===== config.mk =====
export PLATFORM = sky130hd
export DESIGN_NAME = mem_arbiter
export DESIGN_NICKNAME = d
export VERILOG_FILES = /design/src/rtl/mem_arb_pkg.sv /design/src/rtl/mem_arbiter_word_counter.sv /design/src/rtl/mem_arbiter.sv
export SDC_FILE = /design/constraint.sdc
export NUM_CORES = 1
export LEC_CHECK = 0
export CAP_MARGIN = 20
export CORE_MARGIN = 5
export CORE_UTILIZATION = 42
export DETAILED_ROUTE_END_ITERATION = 8
export PLACE_DENSITY = 0.87
export SLEW_MARGIN = 20
export SYNTH_ARGS = -nofsm -noshare
export SYNTH_HDL_FRONTEND = slang
export SYNTH_HIERARCHICAL = 1
export SYNTH_SLANG_ARGS = --single-unit

===== constraint.sdc =====
create_clock -name clk -period 2.4 [get_ports clk]
set_clock_uncertainty 0.2 [all_clocks]
set_input_delay 0.6 -clock clk [delete_from_list [all_inputs] [get_ports clk]]
set_output_delay 0.6 -clock clk [all_outputs]
set_load 0.005 [all_outputs]

===== src/rtl/mem_arb_pkg.sv =====
// Shared types and constants for the I/D-cache memory arbiter.
// Imported by the arbiter top and its word counter.
package mem_arb_pkg;
    localparam int LINE_WORDS = 8;
    localparam int OFFSET_BITS = 3;
    localparam int ADDR_W = 16;
    localparam int DATA_W = 16;
    localparam logic [ADDR_W-1:0] LINE_MASK = 16'hFFF0;

    typedef enum logic [1:0] {
        IDLE,
        FILL_I,
        FILL_D,
        WRITE
    } arb_state_t;
endpackage


===== src/rtl/mem_arbiter_word_counter.sv =====
// Word offset counter for line fills: enable, clear and terminal count.
// Wraps to 0 after the last word of a line.
module word_counter
    import mem_arb_pkg::*;
(
    input  logic                   clk,
    input  logic                   rst,
    input  logic                   en,
    input  logic                   clr,
    output logic [OFFSET_BITS-1:0] cnt,
    output logic                   tc
);
    always_ff @(posedge clk or posedge rst) begin
        if (rst) begin
            cnt <= '0;
        end else if (clr) begin
            cnt <= '0;
        end else if (en) begin
            cnt <= cnt + 1'b1;
        end
    end

    assign tc = (cnt == OFFSET_BITS'(LINE_WORDS - 1));
endmodule


===== src/rtl/mem_arbiter.sv =====
// Grants main memory to the I- or D-cache and sequences line fills
// and single-word write-throughs; D-side requests win.
module mem_arbiter
    import mem_arb_pkg::*;
(
    input  logic              clk,
    input  logic              rst,
    input  logic              i_miss,
    input  logic [ADDR_W-1:0] i_addr,
    output logic              i_service,
    output logic              i_data_valid,
    input  logic              d_miss,
    input  logic [ADDR_W-1:0] d_addr,
    input  logic              d_write,
    input  logic [DATA_W-1:0] d_wdata,
    output logic              d_service,
    output logic              d_data_valid,
    output logic              d_write_done,
    output logic [DATA_W-1:0] fill_data,
    output logic [2:0]        fill_word,
    output logic              mem_enable,
    output logic              mem_wr,
    output logic [ADDR_W-1:0] mem_addr,
    output logic [DATA_W-1:0] mem_wdata,
    input  logic [DATA_W-1:0] mem_rdata,
    input  logic              mem_data_valid
);
    arb_state_t state;
    logic [ADDR_W-1:0] line_addr;
    logic [ADDR_W-1:0] wr_addr;
    logic [DATA_W-1:0] wr_data;
    logic issue_done;

    logic [OFFSET_BITS-1:0] issue_cnt;
    logic [OFFSET_BITS-1:0] ret_cnt;
    logic issue_tc;
    logic ret_tc;
    logic in_fill;
    logic in_idle;
    logic in_write;
    logic issue_en;
    logic ret_en;

    assign in_fill = (state == FILL_I) || (state == FILL_D);
    assign in_idle = (state == IDLE);
    assign in_write = (state == WRITE);
    assign issue_en = in_fill && !issue_done;
    assign ret_en = in_fill && mem_data_valid;

    word_counter u_issue_cnt (
        .clk (clk),
        .rst (rst),
        .en  (issue_en),
        .clr (in_idle),
        .cnt (issue_cnt),
        .tc  (issue_tc)
    );

    word_counter u_ret_cnt (
        .clk (clk),
        .rst (rst),
        .en  (ret_en),
        .clr (in_idle),
        .cnt (ret_cnt),
        .tc  (ret_tc)
    );

    always_ff @(posedge clk or posedge rst) begin
        if (rst) begin
            state <= IDLE;
            line_addr <= '0;
            wr_addr <= '0;
            wr_data <= '0;
            issue_done <= 1'b0;
        end else begin
            case (state)
                IDLE: begin
                    issue_done <= 1'b0;
                    if (d_write) begin
                        state <= WRITE;
                        wr_addr <= d_addr;
                        wr_data <= d_wdata;
                    end else if (d_miss) begin
                        state <= FILL_D;
                        line_addr <= d_addr & LINE_MASK;
                    end else if (i_miss) begin
                        state <= FILL_I;
                        line_addr <= i_addr & LINE_MASK;
                    end
                end
                FILL_I, FILL_D: begin
                    if (issue_en && issue_tc) begin
                        issue_done <= 1'b1;
                    end
                    // Leave on the last returned word, not the last issue.
                    if (ret_en && ret_tc) begin
                        state <= IDLE;
                    end
                end
                WRITE: begin
                    state <= IDLE;
                end
                default: begin
                    state <= IDLE;
                end
            endcase
        end
    end

    assign mem_enable = in_write || issue_en;
    assign mem_wr = in_write;
    assign mem_wdata = in_write ? wr_data : '0;

    always_comb begin
        mem_addr = '0;
        if (in_write) begin
            mem_addr = wr_addr;
        end else if (issue_en) begin
            mem_addr = line_addr
                     | {{(ADDR_W-OFFSET_BITS-1){1'b0}}, issue_cnt, 1'b0};
        end
    end

    assign i_service = (state == FILL_I);
    assign d_service = (state == FILL_D) || in_write;
    assign d_write_done = in_write;

    assign i_data_valid = (state == FILL_I) && mem_data_valid;
    assign d_data_valid = (state == FILL_D) && mem_data_valid;
    assign fill_data = ret_en ? mem_rdata : '0;
    assign fill_word = ret_en ? ret_cnt : '0;
endmodule


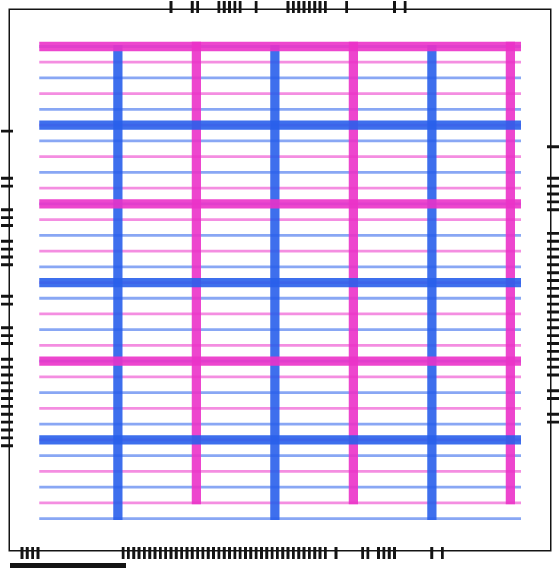
**Above:** floorplan with the power grid.
Scale bar: 20 microns. Pins as bars on the die edge.
Blue is VSS. Magenta is VDD.
128 signal pins sit on the boundary. 6 straps on met5.
worst IR drop on VDD: 695 uV
Die Wd: 93.4 microns

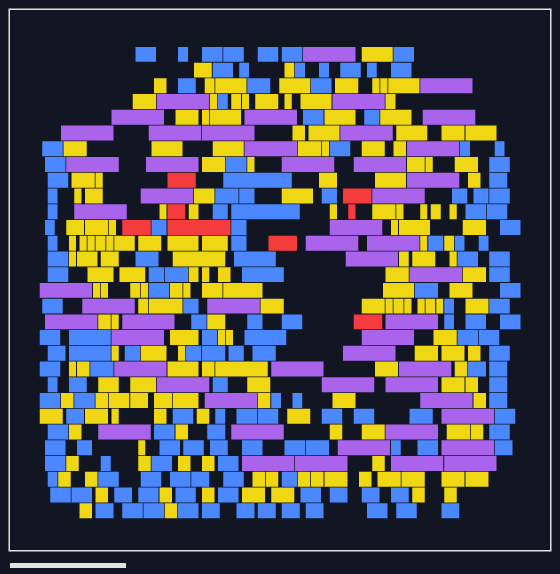
**Above:** cells coloured by class.
Scale bar: 20 microns.
Blue is remaining buffers and delay cells, cells 158, share of their area 33%. Yellow is remaining logic cells, cells 183, share of their area 35%. Red is clock drivers and dummy loads, cells 8, share of their area 2.5%. Purple is registers, cells 53, share of their area 30%.
Std-Cell Rows: 30
flop share of the area: 28.9%
Layout Utilization: 67.6%
Final Cell Area: 0.00459 sq mm
total core area: 0.00679 sq mm

==> PnR_summary.wiki <==
== Flow metrics ==
{| class="wikitable"
! Metric !! Value
|-
| Mux cell area share after synthesis || 26.0%
|-
| Number of ordinary inverters in the final layout || 8
|-
| Clk Latency, worst-skew pair || 300 ps
|-
| Buffer count excluding the clock tree in the final layout || 158
|-
| Pwr Total || 5.06 mW
|-
| Cells along the critical path || inv_2 -> ha_4 -> nor2b_4 -> buf_4 -> buf_6 -> nand2_1 -> o21ai_1 -> buf_2
|-
| Leakage power summed over all cells || 2.25 nW
|-
| Antenna fix cells || 0
|-
| Ratio of cells with drive above 1 in the final layout || 35.8%
|-
| Worst-case setup margin in the final layout || -165 ps
|-
| Number of antenna violations at the first check in global routing || 0
|-
| Largest cell class by area || multi-input combinational cells
|-
| Cells taking the most area after synthesis || dfrtp_1 (45%), mux2_2 (14%), mux2_4 (9.3%)
|-
| Flip-flops with a built-in enable || 0
|-
| Post-route fraction of the period consumed by the critical path || 107%
|-
| Area leader, netlist || dfrtp_1
|-
| Sequential Power Share || 30.4%
|-
| Clk tree area frac || 2.42%
|-
| Multi-In Gates || 175
|-
| Max power group || combinational cells
|-
| Fraction of cell area in non-clock buffers || 32.5%
|-
| Number of port buffers || 123
|-
| Violations in the final reports || negative setup slack
|-
| Post-Syn Instances || 254
|-
| Post-DP Area || 0.00435 sq mm
|-
| Area share of the largest cell type after synthesis || 45.5%
|-
| Logic depth of the worst path, buffers included || 8
|-
| # Post-CTS Setup Buffers || 10
|-
| Top flip-flop cell by instance count after synthesis || dfrtp_1
|-
| Number of sequential cells || 53
|-
| Syn-to-layout area delta || 57.4%
|-
| Internal power consumption || 3.36 mW
|-
| Max frequency || 390 MHz
|-
| Cell family contributing the most delay on the critical path || buffers and inverters
|-
| Count of warnings emitted by yosys || 6
|-
| R2r startpoint || state[0]
|-
| Power drawn by the combinational cells || 2.92 mW
|-
| Headroom to the max-slew limit || 76.8%
|-
| Number of I/O pins || 128
|-
| Worst Reg2Reg Path Length in Cells || 6
|-
| Final-layout worst hold slack || 303 ps
|-
| Delay of the slowest critical-path stage || 390 ps
|-
| Number of global-route vias before repair || 2603
|-
| Asr flop ratio synth || 100%
|-
| Post-DR vias/cell || 4.83
|-
| NetSw || 1.70 mW
|-
| GR met3 Demand/Resource || 4.67%
|-
| Gate Area || 0.00151 sq mm
|-
| Number of failing hold endpoints at the final stage || 0
|-
| Maximum number of pins on one net before global-route repair || 48
|-
| Net switching share of the total power || 33.6%
|-
| Area reported by Yosys stat || 0.00292 sq mm
|-
| Crit Path Class || flop to primary output
|-
| CP max stage cell || dfrtp_1
|-
| Met1 usage in global routing || 22.9%
|-
| Setup total negative slack || -2320 ps
|-
| Number of antenna-violating nets in the routed design || 0
|-
| Setup violators final || 22
|-
| Classification of the worst-slack hold path || flop to flop
|-
| Syn_nets || 333
|-
| Most Crowded Layer GR || met2
|-
| Vias || 2407
|-
| Number of warnings the tools reported || 36
|-
| Top post-synthesis cells by count || dfrtp_1 (53), mux2_2 (36), nand2_1 (31), and2_1 (20), and3_1 (19)
|-
| Post-synthesis adder-cell area fraction || 3.86%
|-
| DRT iter0 DRCs || 80
|-
| Mean post-synth cell area || 11.5 sq um
|-
| Highest routed metal layer || met4
|-
| Simple share || 15.0%
|-
| Sequential cell area || 0.00133 sq mm
|-
| Placed cells || 475
|-
| Wire length of the first global-routing pass || 13000 microns
|-
| Max Fanout on Critical Path || 6
|-
| Net count reported at finish || 480
|-
| Cell total in the yosys stat output || 254
|-
| Critical path data required time || 1600 ps
|-
| RSZ-0062 raised after global routing || yes
|-
| Share of synthesized cell area in and-or and or-and compound cells || 3.56%
|-
| Total of hold buffers inserted after clock tree synthesis || 0
|-
| Number of H-tree levels || 2
|-
| Most used standard cell by instance count after synthesis || dfrtp_1
|-
| CP endpoint kind || primary output
|-
| Status || finished, violations left
|-
| Tap cell count || 96
|-
| Wire length after detailed routing || 7920 microns
|-
| Post-cts sizing count || 162
|-
| Number of library cell types mapped by synthesis || 25
|-
| Number of clock-tree buffers in the layout || 6
|-
| Post-Place Worst Slack || -387 ps
|-
| Global-route met2 utilization || 33.4%
|-
| Final RePlAce weighted congestion || 0.824
|-
| Average wire per cell in the routed design || 15.9 microns
|-
| Largest family of logic cells by area || multiplexers
|-
| Wire length on met3 || 514 microns
|-
| Finished Layout Cells || 498
|-
| CTS sink count || 53
|-
| Fill count || 523
|-
| Worst reg-to-reg setup slack || 480 ps
|-
| Global routing usage summed across all routing layers || 18.8%
|-
| Combinational share of cell area || 33.0%
|-
| Cell at the root of the clock tree || clkbuf_8
|-
| Power density normalized to cell area || 1100 mW/mm^2
|}
Power is estimated from default activity; no workload was simulated.
